[config.mk]
export PLATFORM = sky130hd
export DESIGN_NAME = seg7_scan_ctrl
export DESIGN_NICKNAME = d
export VERILOG_FILES = /design/src/rtl/seg7_pkg.sv /design/src/rtl/seg7_glyph_rom.sv /design/src/rtl/seg7_scan_ctrl.sv
export SDC_FILE = /design/constraint.sdc
export NUM_CORES = 1
export LEC_CHECK = 0
export ABC_AREA = 0
export CELL_PAD_IN_SITES_DETAIL_PLACEMENT = 0
export CELL_PAD_IN_SITES_GLOBAL_PLACEMENT = 2
export CORE_MARGIN = 4
export CORE_UTILIZATION = 37
export DETAILED_ROUTE_END_ITERATION = 12
export PLACE_DENSITY_LB_ADDON = 0.1
export REMOVE_ABC_BUFFERS = 1
export SETUP_SLACK_MARGIN = 0.02
export SLEW_MARGIN = 5
export SYNTH_ARGS = -nofsm -noshare
export SYNTH_HDL_FRONTEND = slang
export SYNTH_HIERARCHICAL = 1
export SYNTH_SLANG_ARGS = --single-unit
[constraint.sdc]
create_clock -name clk -period 4.25 [get_ports clk]
set_input_delay 0.6375 -clock clk [delete_from_list [all_inputs] [get_ports clk]]
set_output_delay 0.6375 -clock clk [all_outputs]
set_load 0.005 [all_outputs]
[src/rtl/seg7_pkg.sv]
// seg7_pkg: shared types and constants for the 7-segment scan controller.
//   state_t    - scan FSM states (ST_GUARD, ST_SHOW)
//   SEG_BLANK  - all segments off (active-low)
//   GLYPH_TAB  - 16-entry hex glyph table, active-low abcdefg, entry i = glyph i
package seg7_pkg;

  typedef enum logic {
    ST_GUARD,
    ST_SHOW
  } state_t;

  localparam logic [6:0] SEG_BLANK = 7'b1111111;

  // Concatenation lists glyph F first so that GLYPH_TAB[i] is glyph i.
  localparam logic [15:0][6:0] GLYPH_TAB = {
    7'b0111000,  // F
    7'b0110000,  // E
    7'b1000010,  // d
    7'b0110001,  // C
    7'b1100000,  // b
    7'b0001000,  // A
    7'b0000100,  // 9
    7'b0000000,  // 8
    7'b0001111,  // 7
    7'b0100000,  // 6
    7'b0100100,  // 5
    7'b1001100,  // 4
    7'b0000110,  // 3
    7'b0010010,  // 2
    7'b1001111,  // 1
    7'b0000001   // 0
  };

endpackage

[src/rtl/seg7_glyph_rom.sv]
// seg7_glyph_rom: combinational hex-to-7-segment decoder.
//   code - 4-bit value to display
//   seg  - active-low segments abcdefg
module seg7_glyph_rom
  import seg7_pkg::*;
(
  input  logic [3:0] code,
  output logic [6:0] seg
);

  always_comb begin
    seg = GLYPH_TAB[code];
  end

endmodule

[src/rtl/seg7_scan_ctrl.sv]
// seg7_scan_ctrl: time-multiplexed scan controller for a common-anode
// multi-digit 7-segment display with frame-synchronous shadow update.
//   clk, rst   - clock, asynchronous active-high reset
//   digits     - nibble i drives digit i (digit 0 rightmost)
//   dig_en     - per-digit enable, 0 blanks the digit
//   lzb_en     - leading-zero blanking enable (live)
//   upd_req    - request to load digits/dig_en into shadow registers
//   upd_ack    - one-cycle pulse when shadow registers are loaded
//   an         - active-low anode strobes
//   led        - active-low segments abcdefg
//   frame_tick - one-cycle pulse after each full scan
// Optional: define SEG7_DP_EN to add dp_in (captured with digits) and the
// active-low decimal-point output dp.
module seg7_scan_ctrl
  import seg7_pkg::*;
#(
  parameter int unsigned NUM_DIGITS = 4,
  parameter int unsigned DWELL_CYC  = 100000,
  parameter int unsigned GUARD_CYC  = 1000
) (
  input  logic                    clk,
  input  logic                    rst,
  input  logic [4*NUM_DIGITS-1:0] digits,
  input  logic [NUM_DIGITS-1:0]   dig_en,
  input  logic                    lzb_en,
  input  logic                    upd_req,
  output logic                    upd_ack,
  output logic [NUM_DIGITS-1:0]   an,
  output logic [6:0]              led,
`ifdef SEG7_DP_EN
  input  logic [NUM_DIGITS-1:0]   dp_in,
  output logic                    dp,
`endif
  output logic                    frame_tick
);

  localparam int unsigned CNT_MAX = (DWELL_CYC > GUARD_CYC) ? DWELL_CYC : GUARD_CYC;
  localparam int unsigned CNT_W   = (CNT_MAX > 1) ? $clog2(CNT_MAX) : 1;
  localparam int unsigned IDX_W   = (NUM_DIGITS > 1) ? $clog2(NUM_DIGITS) : 1;

  localparam logic [CNT_W-1:0] GUARD_LAST = CNT_W'(GUARD_CYC - 1);
  localparam logic [CNT_W-1:0] DWELL_LAST = CNT_W'(DWELL_CYC - 1);
  localparam logic [IDX_W-1:0] IDX_LAST   = IDX_W'(NUM_DIGITS - 1);

  state_t                  state_q, state_d;
  logic [CNT_W-1:0]        cnt_q, cnt_d;
  logic [IDX_W-1:0]        idx_q, idx_d;
  logic [4*NUM_DIGITS-1:0] shadow_q, shadow_d;
  logic [NUM_DIGITS-1:0]   en_sh_q, en_sh_d;
  logic [NUM_DIGITS-1:0]   an_q, an_d;
  logic [6:0]              led_q, led_d;
  logic                    upd_ack_q, upd_ack_d;
  logic                    frame_tick_q, frame_tick_d;

  logic                    boundary;
  logic                    load;
  logic                    visible;
  logic [NUM_DIGITS-1:0]   lzb;
  logic [6:0]              glyph;

  // Decoder looks at the digit that will be lit after this edge, so the
  // registered led lines up with the registered state.
  seg7_glyph_rom u_rom (
    .code (shadow_q[idx_d*4 +: 4]),
    .seg  (glyph)
  );

  always_comb begin
    state_d  = state_q;
    cnt_d    = cnt_q + 1'b1;
    idx_d    = idx_q;
    boundary = 1'b0;
    case (state_q)
      ST_GUARD: begin
        if (cnt_q == GUARD_LAST) begin
          state_d = ST_SHOW;
          cnt_d   = '0;
        end
      end
      ST_SHOW: begin
        if (cnt_q == DWELL_LAST) begin
          state_d = ST_GUARD;
          cnt_d   = '0;
          if (idx_q == IDX_LAST) begin
            idx_d    = '0;
            boundary = 1'b1;
          end else begin
            idx_d = idx_q + 1'b1;
          end
        end
      end
      default: state_d = ST_GUARD;
    endcase
  end

  // Leading-zero chain from the top: a digit is blankable while every
  // higher enabled digit is zero. Digit 0 is never blanked.
  always_comb begin
    logic above_ok;
    above_ok = 1'b1;
    lzb      = '0;
    for (int unsigned k = 1; k < NUM_DIGITS; k++) begin
      lzb[NUM_DIGITS-k] = above_ok && (shadow_q[(NUM_DIGITS-k)*4 +: 4] == 4'h0);
      above_ok = above_ok &&
                 (!en_sh_q[NUM_DIGITS-k] || (shadow_q[(NUM_DIGITS-k)*4 +: 4] == 4'h0));
    end
  end

  always_comb begin
    load         = boundary && upd_req;
    shadow_d     = shadow_q;
    en_sh_d      = en_sh_q;
    if (load) begin
      shadow_d = digits;
      en_sh_d  = dig_en;
    end
    upd_ack_d    = load;
    frame_tick_d = boundary;

    visible = (state_d == ST_SHOW) && en_sh_q[idx_d] && !(lzb_en && lzb[idx_d]);
    an_d    = '1;
    led_d   = SEG_BLANK;
    if (visible) begin
      an_d[idx_d] = 1'b0;
      led_d       = glyph;
    end
  end

  always_ff @(posedge clk or posedge rst) begin
    if (rst) begin
      state_q      <= ST_GUARD;
      cnt_q        <= '0;
      idx_q        <= '0;
      shadow_q     <= '0;
      en_sh_q      <= '0;
      an_q         <= '1;
      led_q        <= SEG_BLANK;
      upd_ack_q    <= 1'b0;
      frame_tick_q <= 1'b0;
    end else begin
      state_q      <= state_d;
      cnt_q        <= cnt_d;
      idx_q        <= idx_d;
      shadow_q     <= shadow_d;
      en_sh_q      <= en_sh_d;
      an_q         <= an_d;
      led_q        <= led_d;
      upd_ack_q    <= upd_ack_d;
      frame_tick_q <= frame_tick_d;
    end
  end

`ifdef SEG7_DP_EN
  logic [NUM_DIGITS-1:0] dp_sh_q, dp_sh_d;
  logic                  dp_q, dp_d;

  always_comb begin
    dp_sh_d = load ? dp_in : dp_sh_q;
    dp_d    = visible ? ~dp_sh_q[idx_d] : 1'b1;
  end

  always_ff @(posedge clk or posedge rst) begin
    if (rst) begin
      dp_sh_q <= '0;
      dp_q    <= 1'b1;
    end else begin
      dp_sh_q <= dp_sh_d;
      dp_q    <= dp_d;
    end
  end

  assign dp = dp_q;
`endif

  assign an         = an_q;
  assign led        = led_q;
  assign upd_ack    = upd_ack_q;
  assign frame_tick = frame_tick_q;

endmodule
**Run 1: metal 3**

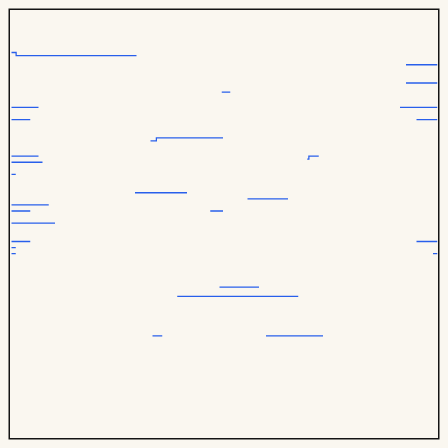
main direction: horizontal
share of all routed wire: 3.5%
vias: 1996
final WL: 5.82 mm
Global Route met3 Usage: 0.0284

**Run 1: routing congestion**

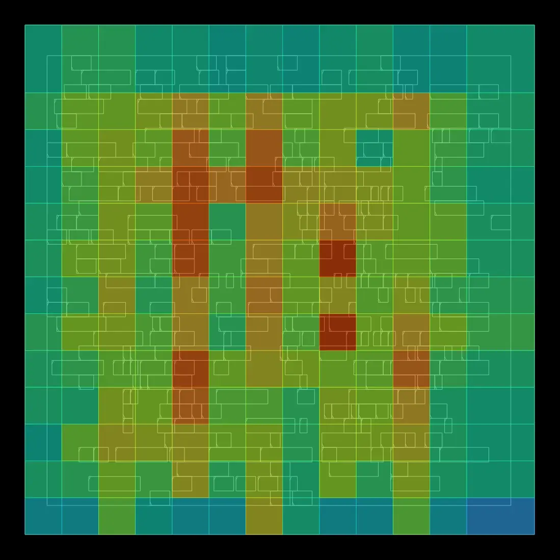
drt wl/cell: 15.2 µm
final core occ: 0.459
met1 Usage GRT: 0.181

==> impl_metrics.json, run 1 <==
{
  "topCombFamilyByArea": "simple AND/OR/NAND/NOR gates",
  "ys_seq_frac": 0.473,
  "fin_area_mm2": 0.00337,
  "cts_num_sinks": 53,
  "crit_arrival_ps": 3790,
  "area_growth_syn_to_layout_pct": 18.8,
  "die-area_mm2": 0.00912,
  "cts_buffers": 5,
  "hp-start": "en_sh_q[0]",
  "status": "finished clean",
  "top_cells_by_area": "dfrtp_1 (37%), dfstp_2 (10%), mux2_2 (7.2%), mux2i_1 (6.7%), ha_1 (4.0%)",
  "yosys-stat-area_mm2": 0.00283,
  "placed_cells": 376,
  "grt-ovfl-total": 0,
  "die_w_um": 95.5,
  "mostFrequentLayoutCells": "dfrtp_1 (42), clkdlybuf4s50_1 (36), mux2i_1 (19), mux2_2 (18), nor2_1 (17)",
  "final_common_cell": "dfrtp_1",
  "met2_usage": 0.230,
  "ff2ff_setup_slack_ps": 670,
  "rr_endpoint": "led[3]",
  "power_density_mw_per_mm2": 243,
  "grt_start_max_net_pins": 34,
  "largestClassByArea": "combinational gates",
  "ir_worst_vdd_v": 0.000114,
  "final_cell_count_no_fill": 383,
  "dp_worst_setup_slack_ps": 664
}
**Run 1: sequential cells grouped by signal name**

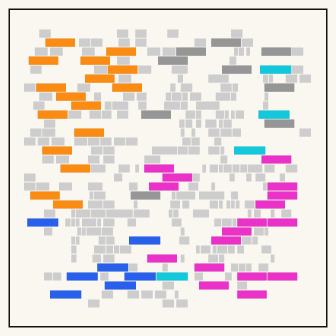
| netlist name | color | placed flops |
|---|---|---|
| led | blue | 7 |
| an | cyan | 4 |
| shadow_q | orange | 16 |
| cnt_q | magenta | 17 |
not colored: 9
Register Area: 0.00134 mm²
Flop+latch power: 504 µW

==> run 1: sequential cells by signal, summed over array words and instances (netlist names) <==
register,cells
upd_ack,1
idx_q,2
state_q,1
cnt_q,17
led,7
frame_tick,1
en_sh_q,4
an,4
shadow_q,16
==> run 1: logic make-up after synthesis <==
| kind of cell | Yosys count |
|---|---|
| fa+ha+maj | 9 |
| buf+inv | 17 |
| compound gates | 29 |
| xor+xnor | 15 |
| flops | 53 |
| mux | 38 |
| simple gates | 83 |
==> run 1: layer usage <==
layer  wire length [µm]  part of all wire
met4                 74             0.013
met1               2670              0.46
met3                201             0.035
met5                  0                 0
met2               2870              0.49
==> run 1: worst register-to-register path: cells and delay by family (launching register included) <==
kind,cells,cell delay [ps]
fa+ha+maj,2,560
buf+inv,2,230
flops,1,420
mux,3,1030
simple gates,5,1240
## Run 2: what changed since run 1
clock period = 3.4 ns   (was 4.25 ns; I/O delays follow)
**Run 2: routing congestion**

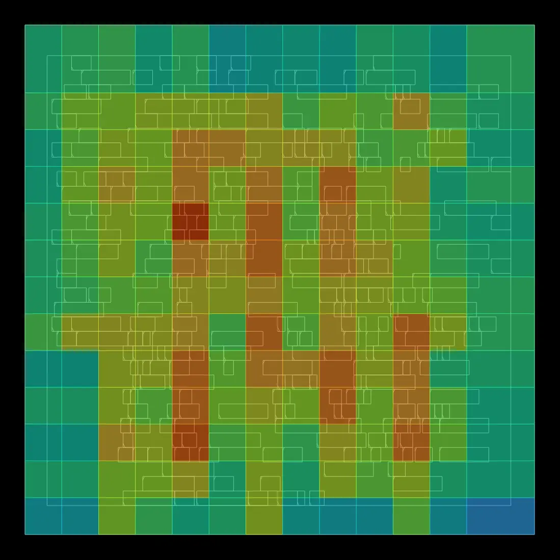
Global Route met3 Usage: 0.0324
met1 Usage GRT: 0.197

**Run 2: pin map**

Pins as bars across the die edge, other pins in gray.
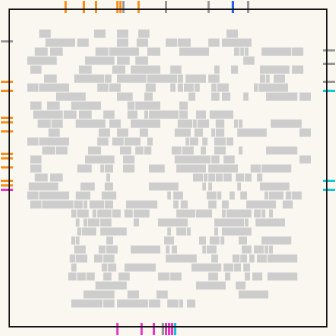
| port | color | pins | direction | edge |
|---|---|---|---|---|
| upd_req | blue | 1 | input | top |
| an | cyan | 4 | output | 3 right, 1 bottom |
| led | magenta | 7 | output | 6 bottom, 1 left |
| digits | orange | 16 | input | 10 left, 6 top |
all pins by edge: 12 left, 11 top, 8 bottom, 6 right
Die Wd: 95.5 µm
Die Ht: 95.5 µm

==> run 2 against run 1 <==
Combinational power rose by 26%. Total power rose by 34%. Clock skew rose by 7.3 ps. Setup slack got worse by 430 ps. Routed wire length rose by 2.3%. Cell area rose by 2.4%. Clock power rose by about 50%. Largest power group unchanged.
==> impl_metrics.json, run 2 <==
{
  "final_cell_count_no_fill": 391,
  "rr_endpoint": "led[3]",
  "clockBufferDepth": 2,
  "topCombFamilyByArea": "simple AND/OR/NAND/NOR gates",
  "ff2ff_setup_slack_ps": 250,
  "grt_start_max_net_pins": 54,
  "tightest_slew_ps": 678,
  "dpl_cell_area_mm2": 0.00334,
  "fmax_mhz": 317,
  "top_area_frac": 0.371,
  "final_common_cell": "dfrtp_1",
  "mostFrequentLayoutCells": "dfrtp_1 (42), clkdlybuf4s50_1 (36), mux2_2 (18), mux2i_1 (18), nor2_1 (17)",
  "ys_warn_count": 6,
  "status": "finished clean",
  "pwr-share-comb": 0.036,
  "top_cells_by_area": "dfrtp_1 (37%), dfstp_2 (10%), mux2_2 (7.2%), mux2i_1 (6.7%), ha_1 (4.0%)",
  "grt-ovfl-total": 0,
  "nets": 325,
  "post-route-util": 0.470,
  "avgRoutedWirePerCell_um": 15.2,
  "core_util_floorplan": 0.387,
  "area_growth_syn_to_layout_pct": 21.7,
  "power_density_mw_per_mm2": 318,
  "register_area_mm2": 0.00134,
  "cts_buffers": 5,
  "placed_cells": 384,
  "yosys-stat-area_mm2": 0.00283,
  "p_leak_nw": 1.54,
  "cts_num_sinks": 53,
  "ir_worst_vdd_v": 0.000152,
  "hp-start": "en_sh_q[0]",
  "ys_seq_frac": 0.473,
  "clk_pin_slew_worst_paths_ps": 100,
  "crit_arrival_ps": 3360,
  "fin_area_mm2": 0.00345,
  "powerSeq_uw": 631,
  "critPathCaptureType": "register",
  "die-area_mm2": 0.00912,
  "largest_reg_flops": 17,
  "dp_worst_setup_slack_ps": 252,
  "grt_pass1_wl_mm": 10.2
}
**Run 2: metal 3**

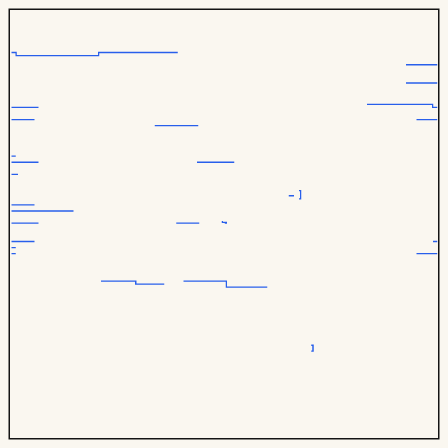
nets with wire on the layer: 23
longest straight run: 18.4 µm
main direction: horizontal
wire length on this layer: 189 µm
share of all routed wire: 3.2%
vias: 1978
final WL: 5.95 mm

==> run 2: cell counts after synthesis <==
Identical to the previous run, type by type.
==> run 2: worst max-delay path, delay by kind of cell (launching register included) <==
kind,cells,cell delay [ps]
and+or+nand+nor,5,1170
muxes,3,770
DFF,1,420
buffers and inverters,2,170
adders and majority gates,2,530
==> run 2: final cells by class <==
class,count,share of cell area
Timing Repair Buffer,48,0.131
Clock inverter,2,0.0102
Multi-Input combinational cell,174,0.404
Clock buffer,5,0.0200
Sequential cell,53,0.389
Tap cell,99,0.0359
Inverter,10,0.0109
==> run 2: routing by layer <==
metal / vias to the layer above / wire, µm / global-route usage
met5: - / 0 / 0
met4: 0 / 59 / 0.0438
li1: 969 / - / -
met1: 971 / 2850 / 0.197
met3: 6 / 188 / 0.0324
met2: 32 / 2860 / 0.230
No activity file was given, so power comes from the tool's default toggle rates.
